### Clock nets, run 1

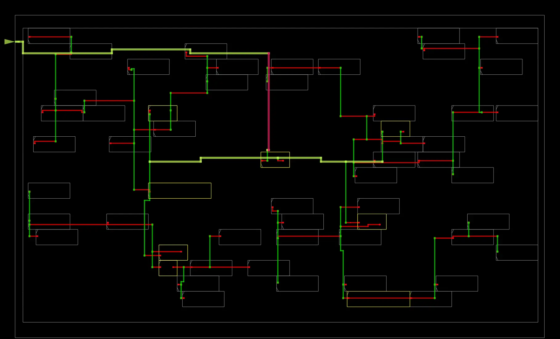
### Placed cells, one color a class, run 1

The bar under the picture is 20 microns long.
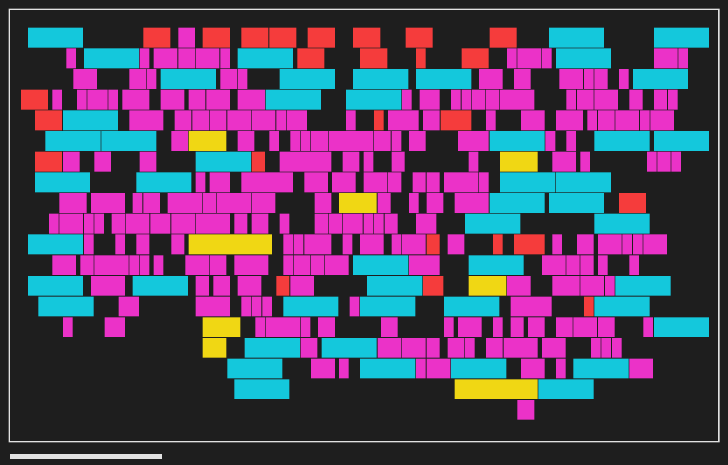
### Floorplan with the power grid, run 1

Pins as bars on the die edge. Tap cells in gray.
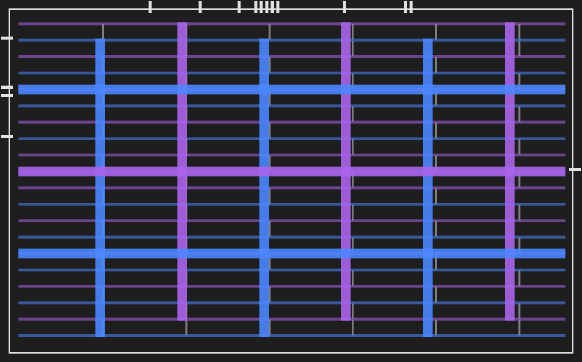
===== src/rtl/u_game_judge_gen_if.sv =====
// Signal bundle between the note scheduler / player input and the judgment generator.
// The slave modport is the judge itself; the master modport drives notes and button.
interface u_game_judge_gen_if;
  logic       i_note_start;
  logic       i_btn;
  logic [1:0] o_judge;
  logic       o_judge_valid;
  logic [7:0] o_combo;
  logic       o_overrun;

  modport slave (
    input  i_note_start,
    input  i_btn,
    output o_judge,
    output o_judge_valid,
    output o_combo,
    output o_overrun
  );

  modport master (
    output i_note_start,
    output i_btn,
    input  o_judge,
    input  o_judge_valid,
    input  o_combo,
    input  o_overrun
  );
endinterface


===== src/rtl/u_game_judge_gen.sv =====
// Grades a button press against a tick-based timing window, holds the judgment
// for a fixed display time and keeps a saturating combo count.
module u_game_judge_gen #(
  parameter int TICK_DIV    = 50000,
  parameter int NORMAL_WIN  = 100,
  parameter int PERFECT_WIN = 30,
  parameter int HOLD_TICKS  = 500
) (
  input  logic                clk,
  input  logic                rst,
  u_game_judge_gen_if.slave   bus
);
  localparam int PRE_W  = $clog2(TICK_DIV);
  localparam int WIN_W  = $clog2(2 * NORMAL_WIN + 1);
  localparam int HOLD_W = $clog2(HOLD_TICKS + 1);

  localparam logic [PRE_W-1:0]  PRE_LAST  = PRE_W'(TICK_DIV - 1);
  localparam logic [WIN_W-1:0]  WIN_MAX   = WIN_W'(2 * NORMAL_WIN);
  localparam logic [WIN_W-1:0]  WIN_MID   = WIN_W'(NORMAL_WIN);
  localparam logic [WIN_W-1:0]  WIN_PERF  = WIN_W'(PERFECT_WIN);
  localparam logic [HOLD_W-1:0] HOLD_LAST = HOLD_W'(HOLD_TICKS - 1);

  typedef enum logic {ST_IDLE, ST_WINDOW} state_t;

  state_t            state_reg, state_next;
  logic              btn_ff1_reg, btn_ff2_reg, btn_prev_reg;
  logic [PRE_W-1:0]  presc_reg;
  logic [WIN_W-1:0]  win_cnt_reg;
  logic [HOLD_W-1:0] hold_cnt_reg;
  logic [1:0]        judge_reg;
  logic              judge_valid_reg;
  logic [7:0]        combo_reg;
  logic              overrun_reg;

  logic              press;
  logic              tick;
  logic [WIN_W-1:0]  offset;
  logic              win_clr, win_inc, load, overrun_set;
  logic [1:0]        load_code;

  assign press  = btn_ff2_reg & ~btn_prev_reg;
  assign tick   = (presc_reg == PRE_LAST);
  assign offset = (win_cnt_reg >= WIN_MID) ? (win_cnt_reg - WIN_MID) : (WIN_MID - win_cnt_reg);

  // Button is asynchronous: two flops before the edge detector.
  always_ff @(posedge clk) begin
    if (rst) begin
      btn_ff1_reg  <= 1'b0;
      btn_ff2_reg  <= 1'b0;
      btn_prev_reg <= 1'b0;
    end else begin
      btn_ff1_reg  <= bus.i_btn;
      btn_ff2_reg  <= btn_ff1_reg;
      btn_prev_reg <= btn_ff2_reg;
    end
  end

  always_ff @(posedge clk) begin
    if (rst) state_reg <= ST_IDLE;
    else     state_reg <= state_next;
  end

  always_comb begin
    state_next = state_reg;
    case (state_reg)
      ST_IDLE:   if (bus.i_note_start) state_next = ST_WINDOW;
      ST_WINDOW: if (press || (tick && win_cnt_reg == WIN_MAX)) state_next = ST_IDLE;
      default:   state_next = ST_IDLE;
    endcase
  end

  // A press beats a simultaneous timeout tick; by then the offset is NORMAL_WIN anyway.
  always_comb begin
    win_clr     = 1'b0;
    win_inc     = 1'b0;
    load        = 1'b0;
    load_code   = 2'b00;
    overrun_set = 1'b0;
    case (state_reg)
      ST_IDLE: win_clr = bus.i_note_start;
      ST_WINDOW: begin
        overrun_set = bus.i_note_start;
        if (press) begin
          load      = 1'b1;
          load_code = (offset <= WIN_PERF) ? 2'b11 : 2'b10;
        end else if (tick) begin
          if (win_cnt_reg == WIN_MAX) begin
            load      = 1'b1;
            load_code = 2'b01;
          end else begin
            win_inc = 1'b1;
          end
        end
      end
      default: ;
    endcase
  end

  // Restarting the prescaler on window open aligns the first tick TICK_DIV clks later.
  always_ff @(posedge clk) begin
    if (rst) begin
      presc_reg   <= '0;
      win_cnt_reg <= '0;
    end else begin
      if (win_clr || tick) presc_reg <= '0;
      else                 presc_reg <= presc_reg + 1'b1;
      if (win_clr)      win_cnt_reg <= '0;
      else if (win_inc) win_cnt_reg <= win_cnt_reg + 1'b1;
    end
  end

  always_ff @(posedge clk) begin
    if (rst) begin
      judge_reg       <= 2'b00;
      judge_valid_reg <= 1'b0;
      hold_cnt_reg    <= '0;
      combo_reg       <= 8'd0;
      overrun_reg     <= 1'b0;
    end else begin
      judge_valid_reg <= load;
      overrun_reg     <= overrun_set;
      if (load) begin
        judge_reg    <= load_code;
        hold_cnt_reg <= '0;
        if (load_code == 2'b01)     combo_reg <= 8'd0;
        else if (combo_reg != 8'hFF) combo_reg <= combo_reg + 8'd1;
      end else if (judge_reg != 2'b00 && tick) begin
        if (hold_cnt_reg == HOLD_LAST) begin
          judge_reg    <= 2'b00;
          hold_cnt_reg <= '0;
        end else begin
          hold_cnt_reg <= hold_cnt_reg + 1'b1;
        end
      end
    end
  end

  assign bus.o_judge       = judge_reg;
  assign bus.o_judge_valid = judge_valid_reg;
  assign bus.o_combo       = combo_reg;
  assign bus.o_overrun     = overrun_reg;
endmodule


===== src/flat_wrapper.sv =====
// flat-port wrapper written by rule: the top's interface ports become plain ports
module u_game_judge_gen_flat 
#(
  parameter int TICK_DIV    = 50000,
  parameter int NORMAL_WIN  = 100,
  parameter int PERFECT_WIN = 30,
  parameter int HOLD_TICKS  = 500
)
  (clk, rst, bus_i_note_start, bus_i_btn, bus_o_judge, bus_o_judge_valid, bus_o_combo, bus_o_overrun);
  u_game_judge_gen_if bus_i ();
  input  logic clk;
  input  logic rst;
  input wire logic [$bits(bus_i.i_note_start)-1:0] bus_i_note_start;
  input wire logic [$bits(bus_i.i_btn)-1:0] bus_i_btn;
  output wire logic [$bits(bus_i.o_judge)-1:0] bus_o_judge;
  output wire logic [$bits(bus_i.o_judge_valid)-1:0] bus_o_judge_valid;
  output wire logic [$bits(bus_i.o_combo)-1:0] bus_o_combo;
  output wire logic [$bits(bus_i.o_overrun)-1:0] bus_o_overrun;
  assign bus_i.i_note_start = bus_i_note_start;
  assign bus_i.i_btn = bus_i_btn;
  assign bus_o_judge = bus_i.o_judge;
  assign bus_o_judge_valid = bus_i.o_judge_valid;
  assign bus_o_combo = bus_i.o_combo;
  assign bus_o_overrun = bus_i.o_overrun;
  u_game_judge_gen #(.TICK_DIV(TICK_DIV), .NORMAL_WIN(NORMAL_WIN), .PERFECT_WIN(PERFECT_WIN), .HOLD_TICKS(HOLD_TICKS)) u_core (.clk(clk), .rst(rst), .bus(bus_i));
endmodule

===== config.mk =====
export PLATFORM = sky130hd
export DESIGN_NAME = u_game_judge_gen_flat
export DESIGN_NICKNAME = d
export VERILOG_FILES = /design/src/rtl/u_game_judge_gen_if.sv /design/src/rtl/u_game_judge_gen.sv /design/src/flat_wrapper.sv
export SDC_FILE = /design/constraint.sdc
export NUM_CORES = 1
export LEC_CHECK = 0
export CORE_ASPECT_RATIO = 0.6
export CORE_MARGIN = 1
export CORE_UTILIZATION = 50
export CTS_BUF_LIST = sky130_fd_sc_hd__clkbuf_4 sky130_fd_sc_hd__clkbuf_8
export CTS_CLUSTER_DIAMETER = 60
export DETAILED_ROUTE_END_ITERATION = 10
export GPL_ROUTABILITY_DRIVEN = 0
export GPL_TIMING_DRIVEN = 0
export PLACE_DENSITY = 0.81
export SLEW_MARGIN = 0
export SYNTH_ARGS = -nofsm -noshare
export SYNTH_HDL_FRONTEND = slang
export SYNTH_SLANG_ARGS = --single-unit
export TNS_END_PERCENT = 30

===== constraint.sdc =====
create_clock -name clk -period 2.8 [get_ports clk]
set_clock_uncertainty 0.1 [all_clocks]
set_input_delay 0.84 -clock clk [delete_from_list [all_inputs] [get_ports clk]]
set_output_delay 0.84 -clock clk [all_outputs]
set_load 0.05 [all_outputs]

==> results.txt, run 1 <==
The synthesis and place-and-route flow finished, so here is a summary.

The flow ran to the end, and the final reports show no timing, DRC or antenna violations. The number of gates resized after CTS is 1. The multi-input combinational area share is 0.496. The worst path needs ~2600 ps of the cycle, external delays included.

The remaining routing DRC violations is 0. The Yosys warning count came out at 0. The global-route wire length before repair came out at between 8000 and 9000 microns.

The number of buffers added to fix hold violations after cts is 0. According to the floorplan report, the total die area is 5280 sq um. As logged by OpenROAD, the buffers inserted on ports number 15. Entering global routing, the biggest net connects 17 pins.

The number of synthesized flops with an enable pin is 0. The initial antenna violation count came out at 0. The non-clock inverter count in the final layout came out at 9. The remaining global-route overflow is 0. OpenSTA lists the critical path endpoint as u_core.presc_reg[5]. Among all flip-flop cells after synthesis, the most frequent one is sky130_fd_sc_hd__dfxtp_1. The worst path meets setup with around 150 ps of slack.

The worst hold path begins at u_core.presc_reg[0]. The combinational cell power is 0.0525 mW. The share of synthesized registers carrying an async set or reset came out at 0.

The post-layout net count is ~320. Derived from the worst setup path, the maximum achievable clock frequency is between 300 and 400 MHz. The sequential share of power is 0.520. The cell internal power dissipation is 1.08 mW. The worst setup path is captured at a flop. The number of sequential cells is a little under 50.

Post-route period utilization is reported as 0.946. The clock network area share is 0.0481. The register with the most flip-flops in the layout has 16 of them.

The count of different cell masters after synthesis is roughly 52. The critical path starts at bus_i_note_start. The average instance area after synthesis is 8.87 sq um.

The maximum net fanout on the critical path came out at 10. Setup repair after global routing left no endpoint under its margin. The switching portion of total power comes to 0.204. According to the cell report, the number of logic gates is between 200 and 250. The final instance area is roughly 2900 sq um. Across every metal layer, demand over resource in global routing totals 0.201.

The most frequently used library cell after synthesis is sky130_fd_sc_hd__nor2_1. Yosys reports that the most numerous cell types are sky130_fd_sc_hd__nor2_1 (51), sky130_fd_sc_hd__dfxtp_1 (49), sky130_fd_sc_hd__xnor2_1 (18), sky130_fd_sc_hd__xor2_1 (18), sky130_fd_sc_hd__nand2_1 (17). The post-synthesis cell count is about 280. The H-tree depth is 2.

The share of cells above drive strength 1 is 0.0822. The clock share of power came out at 0.441. The arrival time at the worst endpoint came out at 2730 ps. The minimum hold slack is between 300 and 400 ps. The power dissipated in sequential cells came out at between 0.7 and 0.8 mW. The final antenna diode count came out at 0. The iteration tally of the first detailed-router pass is 4.

Summing all flip-flop and latch instances after layout gives just under 1000 sq um. The required time of the critical path is approximately 2900 ps. In this run the clock root is driven by a sky130_fd_sc_hd__clkbuf_8. The number of post-CTS setup repair buffers came out at 0. The fraction of final cell area spent on non-clock buffers in this run is 0.0735. TritonCTS built the clock tree. The initial detailed-routing violation count is ~120. The register bit total from synthesis came out at approximately 50. The type of the setup path with the least slack is in2reg. The synthesis report lists the most area-consuming cells as sky130_fd_sc_hd__dfxtp_1 (39%), sky130_fd_sc_hd__nor2_1 (7.7%), sky130_fd_sc_hd__xnor2_1 (6.3%). When the netlist entered floorplanning its net count stood at 296. The share of synthesized area occupied by flip-flops and latches is 0.394. The detailed-route via count is between 1500 and 2000. The biggest slice of the area belongs to multi-input combinational cells. The number of global-route vias before repair is ~1700.

The cell type that accounts for the most area after synthesis is sky130_fd_sc_hd__dfxtp_1. The post-DP HPWL is about 3500 microns. The synthesis-to-layout area growth came out at 14.9%. In this run the register-to-register setup slack is roughly 520 ps. The run reported a max-capacitance violation count of 0.

The synth_stat.txt file lists the number of cells as 281. Of the total power, combinational logic draws 0.039. The total count of max-transition violations in the final report is 0.

The clock slew at the register clock pins of the worst setup and hold paths is 90 ps. The critical path startpoint category is an input port. The worst register-to-register path begins at u_core.win_cnt_reg[2]. The final report lists the setup-violating endpoint count as 0. The switching power summed over all nets came out at between 0.2 and 0.3 mW. The max-slew headroom at the worst pin came out at 0.666. Counting endpoints that fail hold in the final report gives 0. The static leakage power is 1.05 nW. For hold timing, the worst endpoint is u_core.presc_reg[0]. The total routed wirelength came out at between 4000 and 5000 microns.

The post-detailed-route wirelength per cell is approximately 13 microns. The instance area after placement is 2720 sq um. The cell depth of the worst flop-to-flop path came out at 8.

The transition time at the pin with the least slew margin came out at ~500 ps. The largest buffer count on any clock path is 2. The worst hold path cell count is 1. According to the I/O placement log, the pin count is 16. The biggest power consumer among the groups is registers. STA reports the tightest min-delay check as being of type reg2reg. The average vias per placed instance came out at around 5.2.

Per the post-route antenna check, the number of violating nets is 0. The area recorded from the Yosys report for this design is ~2500 sq um. Dividing total power by cell area gives a power density of roughly 470 nW/um^2. The number of tapcells came out at around 63.

The capturing point of the worst reg2reg path is u_core.bus.o_combo[7]. The core utilization at floorplan came out at 0.532. The share of synthesized area in the top cell type comes to 0.394. Per the layout area report, the combinational gate area comes to between 1000 and 1500 sq um. After synthesis the cells add up to 2490 sq um.

Counting the fill cells in the layout gives around 400. Per the layout report, the design carries 25 non-clock buffers.
-- 'Clock nets' (at the start) --
clk sinks: 49
total clock network power: 0.599 mW
number of buffers added by the clock tree synthesis step: 5
Clock Buffer Count: 5
insertion delay to the later sink of the worst-skew pair: 300 ps

-- 'Placed cells, one color a class' (at the start) --
- remaining logic cells: magenta (cells 222; share of their area 52%)
- remaining buffers and delay cells: red (cells 25; share of their area 7.6%)
- clock drivers and dummy loads: yellow (cells 8; share of their area 4.9%)
- registers: cyan (cells 49; share of their area 35%)
share of cell area taken by flip-flops and latches: 0.343
Post-Route Utilization: 0.611
row count: 19

-- 'Floorplan with the power grid' (at the start) --
- VDD: purple
- VSS: blue
- met4 straps: 6
- rows: 19
die y size: 56.7 microns
worst ir drop on vdd: 0.000277 V
Std-Cell Core Area: 4680 sq um
chip width: 93.1 microns

-- run 1: placed cells by master, fill, tap and decap left out, types with 2 or more instances in the layout --
| cell type | netlist | final |
|---|---|---|
| sky130_fd_sc_hd__ha_1 | 11 | 11 |
| sky130_fd_sc_hd__bufinv_16 | 0 | 2 |
| sky130_fd_sc_hd__clkdlybuf4s50_1 | 0 | 15 |
| sky130_fd_sc_hd__o21ai_0 | 5 | 5 |
| sky130_fd_sc_hd__nor3b_4 | 2 | 2 |
| sky130_fd_sc_hd__xor2_1 | 18 | 18 |
| sky130_fd_sc_hd__clkbuf_1 | 4 | 4 |
| sky130_fd_sc_hd__clkbuf_8 | 0 | 5 |
| sky130_fd_sc_hd__nor2_1 | 51 | 51 |
| sky130_fd_sc_hd__buf_6 | 2 | 2 |
| sky130_fd_sc_hd__nand4_1 | 8 | 8 |
| sky130_fd_sc_hd__nor2b_1 | 6 | 6 |
| sky130_fd_sc_hd__mux2i_1 | 2 | 2 |
| sky130_fd_sc_hd__nand2b_1 | 3 | 3 |
| sky130_fd_sc_hd__or3_1 | 3 | 3 |
| sky130_fd_sc_hd__nand3b_1 | 2 | 2 |
| sky130_fd_sc_hd__nand2_1 | 17 | 17 |
| sky130_fd_sc_hd__a21oi_1 | 3 | 3 |
| sky130_fd_sc_hd__nor3_1 | 7 | 7 |
| sky130_fd_sc_hd__inv_1 | 9 | 9 |
| sky130_fd_sc_hd__and2_1 | 3 | 3 |
| sky130_fd_sc_hd__or2_2 | 2 | 2 |
| sky130_fd_sc_hd__nand3_1 | 11 | 11 |
| sky130_fd_sc_hd__buf_2 | 3 | 3 |
| sky130_fd_sc_hd__dfxtp_1 | 49 | 49 |
| sky130_fd_sc_hd__xnor2_1 | 18 | 18 |
| sky130_fd_sc_hd__and3_1 | 12 | 12 |
| sky130_fd_sc_hd__o21bai_1 | 3 | 2 |
-- run 1: layer usage --
layer / track usage / share of wire / up-vias
met4: 0.0593 / 0.0036 / 0
met3: 0.0488 / 0.051 / 2
met5: 0 / 0 / -
met2: 0.272 / 0.41 / 34
met1: 0.309 / 0.54 / 887
li1: - / - / 1001
-- run 1: cell families (layout without fill, tap and decap cells) --
logic type      after synthesis  after routing  synth area share
mux                           3              3            0.0126
simple gates                137            137             0.292
buf+inv                      19             42            0.0377
compound gates               26             26            0.0824
flops                        49             49             0.394
xor+xnor                     36             36             0.127
fa+ha+maj                    11             11            0.0552
-- run 1: critical path, stage by stage --
cell and delay, ps:
sky130_fd_sc_hd__clkdlybuf4s50_1 480, sky130_fd_sc_hd__inv_1 80, sky130_fd_sc_hd__o21bai_2 400, sky130_fd_sc_hd__or2_2 200, sky130_fd_sc_hd__clkbuf_1 230, sky130_fd_sc_hd__clkbuf_1 400
sky130_fd_sc_hd__nor2_1 100
-- run 1: metrics by stage --
stage | power [mW] | cells | setup TNS, ps
after floorplan | 0.758 | 281 | 0
after global placement | 0.773 | 359 | -4240
after detailed placement | 0.775 | 359 | -4770
after CTS | 1.38 | 367 | 0
after global routing | 1.40 | 367 | 0
final | 1.36 | 367 | 0
### Routed clock nets over the placement, run 1

The bar under the picture is 20 microns long.
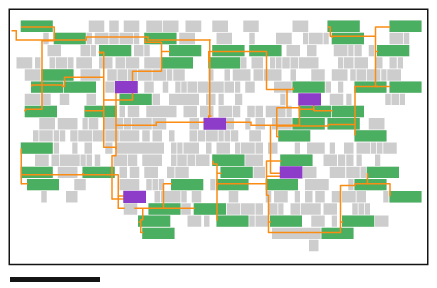

--- run 2 (diff from run 1) ---
--- a/config.mk
+++ b/config.mk
@@ -6,7 +6,7 @@
 export NUM_CORES = 1
 export LEC_CHECK = 0
 export CORE_ASPECT_RATIO = 0.6
-export CORE_MARGIN = 1
+export CORE_MARGIN = 3
 export CORE_UTILIZATION = 50
 export CTS_BUF_LIST = sky130_fd_sc_hd__clkbuf_4 sky130_fd_sc_hd__clkbuf_8
 export CTS_CLUSTER_DIAMETER = 60
@@ -14,7 +14,7 @@
 export GPL_ROUTABILITY_DRIVEN = 0
 export GPL_TIMING_DRIVEN = 0
 export PLACE_DENSITY = 0.81
-export SLEW_MARGIN = 0
+export SLEW_MARGIN = 20
 export SYNTH_ARGS = -nofsm -noshare
 export SYNTH_HDL_FRONTEND = slang
 export SYNTH_SLANG_ARGS = --single-unit
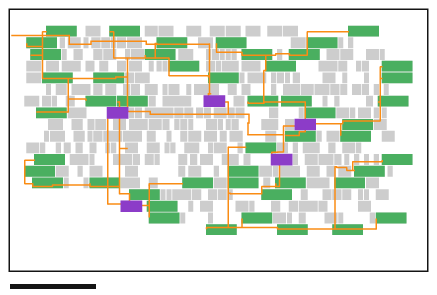
*Routed clock nets over the placement, run 2*
The bar under the picture is 20 microns long.
- flip-flops: green (count 49)
- clock-net drivers: purple (count 5)
- clock wires: orange (length 578 microns)
- routed clock nets: 6

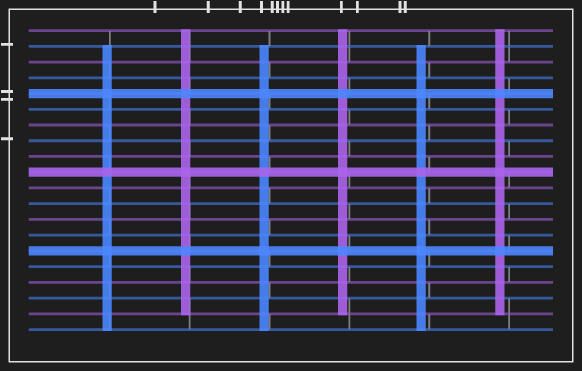
*Floorplan with the power grid, run 2*
Pins as bars on the die edge. Tap cells in gray.
- VSS: blue
- VDD: purple
- met5 straps: 3
- met1 rails: 20
worst ir drop on vdd: 0.000223 V
die y size: 60.7 microns
chip width: 97.1 microns

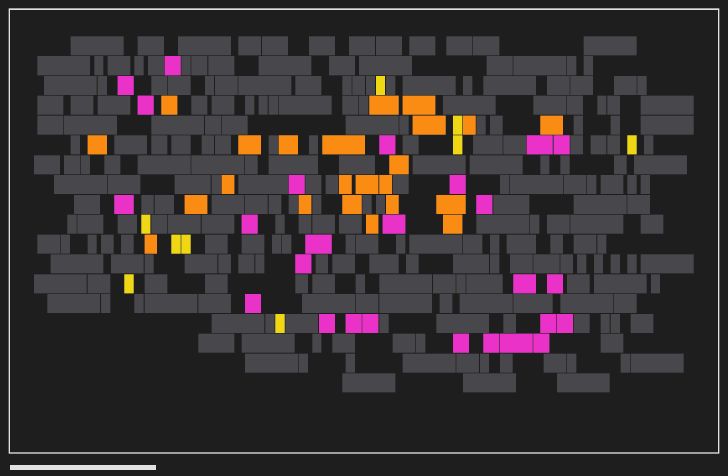
*Selected gate families, run 2*
The bar under the picture is 20 microns long.
- and/or cells: magenta (cells 26; most used and3_1)
- inv cells: yellow (cells 9; most used inv_1)
- aoi and oai cells: orange (cells 23; most used o21ai_0; where middle)

==> run 2 against run 1 <==
Compared with the run above: synthesized cell count stayed put; sequential cell count is the same; wire length decreased by 1.2%; worst setup slack better by 100 ps; global-route usage is 3.2 points lower; worst hold slack better by 5.8 ps; maximum frequency grew 4.0%; combinational power is essentially flat.
==> results.txt, run 2 <==
The synthesis and place-and-route flow finished, so here is a summary.

The share of cells above drive strength 1 is 0.0855 (+0.00329). The final worst-path cycle share is 0.909 (-0.0364). The area fraction of the dominant cell type after synthesis came to 0.394 (unchanged).

The worst setup path is launched from a flop. After synthesis, the most frequently instantiated cells are sky130_fd_sc_hd__nor2_1 (51), sky130_fd_sc_hd__dfxtp_1 (49), sky130_fd_sc_hd__xnor2_1 (18), sky130_fd_sc_hd__xor2_1 (18), sky130_fd_sc_hd__nand2_1 (17). The global-route track usage on met1 came out at 0.251 (-0.0578). The site row count is 19 (unchanged).

The remaining routing DRC violations was 0 (unchanged). The post-detailed-route wirelength per cell is 12.8 microns (-1.2%). STA lists the startpoint of the worst register-to-register path as u_core.win_cnt_reg[3]. The flip-flop count of the largest register after layout was 16 (unchanged). The largest buffer count on any clock path is 2 (unchanged). Looking at hold timing, the worst path starts from u_core.presc_reg[0]. The met2 track demand over resource in global routing was 0.239 (-0.0328).

The critical path buffer and inverter count came out at 1 (-3). The global-route layer with the greatest usage is met1. After synthesis, the cell types taking the most area are sky130_fd_sc_hd__dfxtp_1 (39%), sky130_fd_sc_hd__nor2_1 (7.7%), sky130_fd_sc_hd__xnor2_1 (6.3%). The number of buffers created by CTS is 5 (unchanged). The sequential cell area came out at 981 sq um (unchanged). The initial antenna violation count is 0 (unchanged). Per the cell usage report, the commonest logic cells after layout are sky130_fd_sc_hd__nor2_1 (51), sky130_fd_sc_hd__dfxtp_1 (49), sky130_fd_sc_hd__xnor2_1 (18), sky130_fd_sc_hd__xor2_1 (18), sky130_fd_sc_hd__nand2_1 (17). The initial detailed-routing violation count came out at 95 (-18%). Setup repair after global routing left no endpoint under its margin. The setup slack of the worst register-to-register path is 530 ps (about the same). The critical path is of the reg2out type.

The mapped cell area came out at 2490 sq um (unchanged). The worst hold path cell count is 1 (unchanged). The area figure in the yosys stat output was 2490 sq um (unchanged). The total routed wirelength came to 4700 microns (-1.2%). The transition time at the pin with the least slew margin came out at 495 ps (-3.72 ps). The overall global routing resource usage came out at 0.169 (-0.0324).

The insertion delay to the later sink of the worst-skew pair came out at 300 ps (about the same). The kind of cell adding the most delay to the critical path is buffers and inverters. The chip area is 5890 sq um (+12%). The post-layout net count is 318 (unchanged).

The remaining antenna violation count is 0 (unchanged). The post-DP HPWL is 3520 microns (-0.45%). The remaining global-route overflow came to 0 (unchanged). The number of top-level pins came out at 16 (unchanged). The Yosys warning count is 0 (unchanged). The core utilization at floorplan came out at 0.532 (unchanged).

The cell count after placement came out at 359 (unchanged). The fill cell instance count of the final layout came out at 410 (+3.5%). The total number of clock tree sinks is 49 (unchanged).

The synthesis-to-layout area growth is 13.3%. Listed in order, past its start point the critical path passes clkdlybuf4s50_1. The required time of the critical path came to 1860 ps (-1020 ps). The minimum period implied by the final worst setup slack came out at 2550 ps (-102 ps). The max-slew headroom at the worst pin came to 0.669 (+0.00249). TritonCTS built the clock tree. The total power consumption of the routed design was 1.19 mW (-12%).

The total count of max-transition violations in the final report is 0 (unchanged). The number of synthesized flops with an enable pin came out at 0 (unchanged). The yosys stat cell total came to 281 (unchanged).

The peak clock frequency supported by timing is 393 MHz (+4.0%). The type of element capturing the critical path is an output pin. The final-layout setup total negative slack came to 0 ps (unchanged). The total of max-cap violations is 0 (unchanged). The share of synthesized registers carrying an async set or reset was 0 (unchanged). The maximum net fanout on the critical path is 6 (-4). The count of final setup violators came out at 0 (unchanged). The power per unit of standard cell area is 423 nW/um^2 (-11%). The flow ran to the end, and the final reports show no timing, DRC or antenna violations. The post-synthesis cell type with the largest combined area is sky130_fd_sc_hd__dfxtp_1. The core area is 4680 sq um (unchanged). The global-route met3 utilization is 0.0471 (-0.00171). The final antenna diode count is 0 (unchanged). The average vias per placed instance came out at 5.29 (+0.83%). Post-synth the commonest register cell is sky130_fd_sc_hd__dfxtp_1. The biggest cell delay along the critical path is 850 ps (+370 ps). The number of hold violations in the final report is 0 (unchanged). The pin count of the biggest net entering global routing is 16 (-1). Looking at the reg2reg group, the worst path ends at u_core.bus.o_judge[0]. The iteration tally of the first detailed-router pass came out at 4 (unchanged).

The arrival time at the worst endpoint came to 1610 ps (-1120 ps). The number of global-route vias before repair is 1750 (+0.46%). The post-synthesis cell count came out at 281 (unchanged).

Note that the worst hold path type here is reg2reg. The global-route wire length before repair came out at 8040 microns (-2.9%). The leading cell type in the layout, fill and taps excluded is sky130_fd_sc_hd__nor2_1.

The cell depth of the worst flop-to-flop path was 8 (unchanged). The cell at the root of the clock tree is sky130_fd_sc_hd__clkbuf_8. The combinational gate area is 1420 sq um (unchanged). The post-synth net total is 296 (unchanged).

The slowest stage of the critical path belongs to the cell sky130_fd_sc_hd__clkdlybuf4s50_1. The post-route non-filler standard cell count came out at 367 (unchanged). The share of synthesized area occupied by flip-flops and latches came to 0.394 (unchanged).

The detailed-route via count came out at 1940 (+0.83%). The clock slew at the register clock pins of the worst setup and hold paths is 90 ps (about the same). The average instance area after synthesis came out at 8.87 sq um (unchanged).

The most frequently used library cell after synthesis is sky130_fd_sc_hd__nor2_1. The worst hold path terminates at u_core.presc_reg[0].
## run 2: cell count changes in the layout (fill, tap and decap cells not counted), sizes merged
cell,change
bufinv,-2
clkinv,+2
clkbuf,+1
inv,-1
## run 2: worst max-delay path by stage
stage	cells past startpoint	to	slack [ps]	start
2_1_floorplan	6	u_core.presc_reg[10]	590	bus_i_note_start
3_3_place_gp	7	u_core.presc_reg[10]	-410	bus_i_note_start
3_5_place_dp	7	u_core.presc_reg[10]	-490	bus_i_note_start
4_1_cts	7	u_core.presc_reg[10]	120	bus_i_note_start
5_1_grt	7	u_core.presc_reg[10]	160	bus_i_note_start
6_report	1	bus_o_combo[2]	250	u_core.bus.o_combo[2]
## run 2: what timing repair did
| action | 4_1_cts | 5_1_grt |
|---|---|---|
| buffers inserted | 0 | 0 |
| gates resized | 1 | 2 |
| endpoints found under the setup margin | 10 | 1 |
| hold buffers | 0 | 0 |
| cloned | 0 | 0 |
## run 2: final cells by class
class / count / area share
Multi-Input combinational cell: 213 / 0.503
Sequential cell: 49 / 0.348
Timing Repair Buffer: 15 / 0.0532
Clock buffer: 6 / 0.0293
Tap cell: 63 / 0.0279
Buffer: 10 / 0.0217
Inverter: 9 / 0.0120
Clock inverter: 2 / 0.00488
## run 2: logic make-up after synthesis
family / after synthesis / synth area share
compound gates: 26 / 0.0824
mux: 3 / 0.0126
flops: 49 / 0.394
simple gates: 137 / 0.292
fa+ha+maj: 11 / 0.0552
xor+xnor: 36 / 0.127
buf+inv: 19 / 0.0377
## run 2: power breakdown
group,switching (mW),internal (mW)
registers,0.00360,0.703
clock network,0.234,0.200
logic,0.0334,0.0190
total,0.271,0.922
## run 2: stage by stage
step                      utilization  cell area (sq um)
after global routing            0.602               2820
after CTS                       0.602               2820
after detailed placement        0.581               2720
after global placement          0.581               2720
after floorplan                     -               2490
final                           0.602               2820
## run 2: worst reg2reg max path, delay by kind of cell, from the launching register on
family,cells,cell delay [ps]
adders and majority gates,1,260
DFF,1,510
AOI/OAI and AO/OA,3,750
buffers and inverters,1,190
and+or+nand+nor,3,410
## run 2: routing by layer
metal | share of wire | vias up
met2 | 0.41 | 29
li1 | - | 1006
met5 | 0 | -
met4 | 0.0023 | 0
met1 | 0.54 | 903
met3 | 0.043 | 2
Power is estimated from default activity; no workload was simulated.
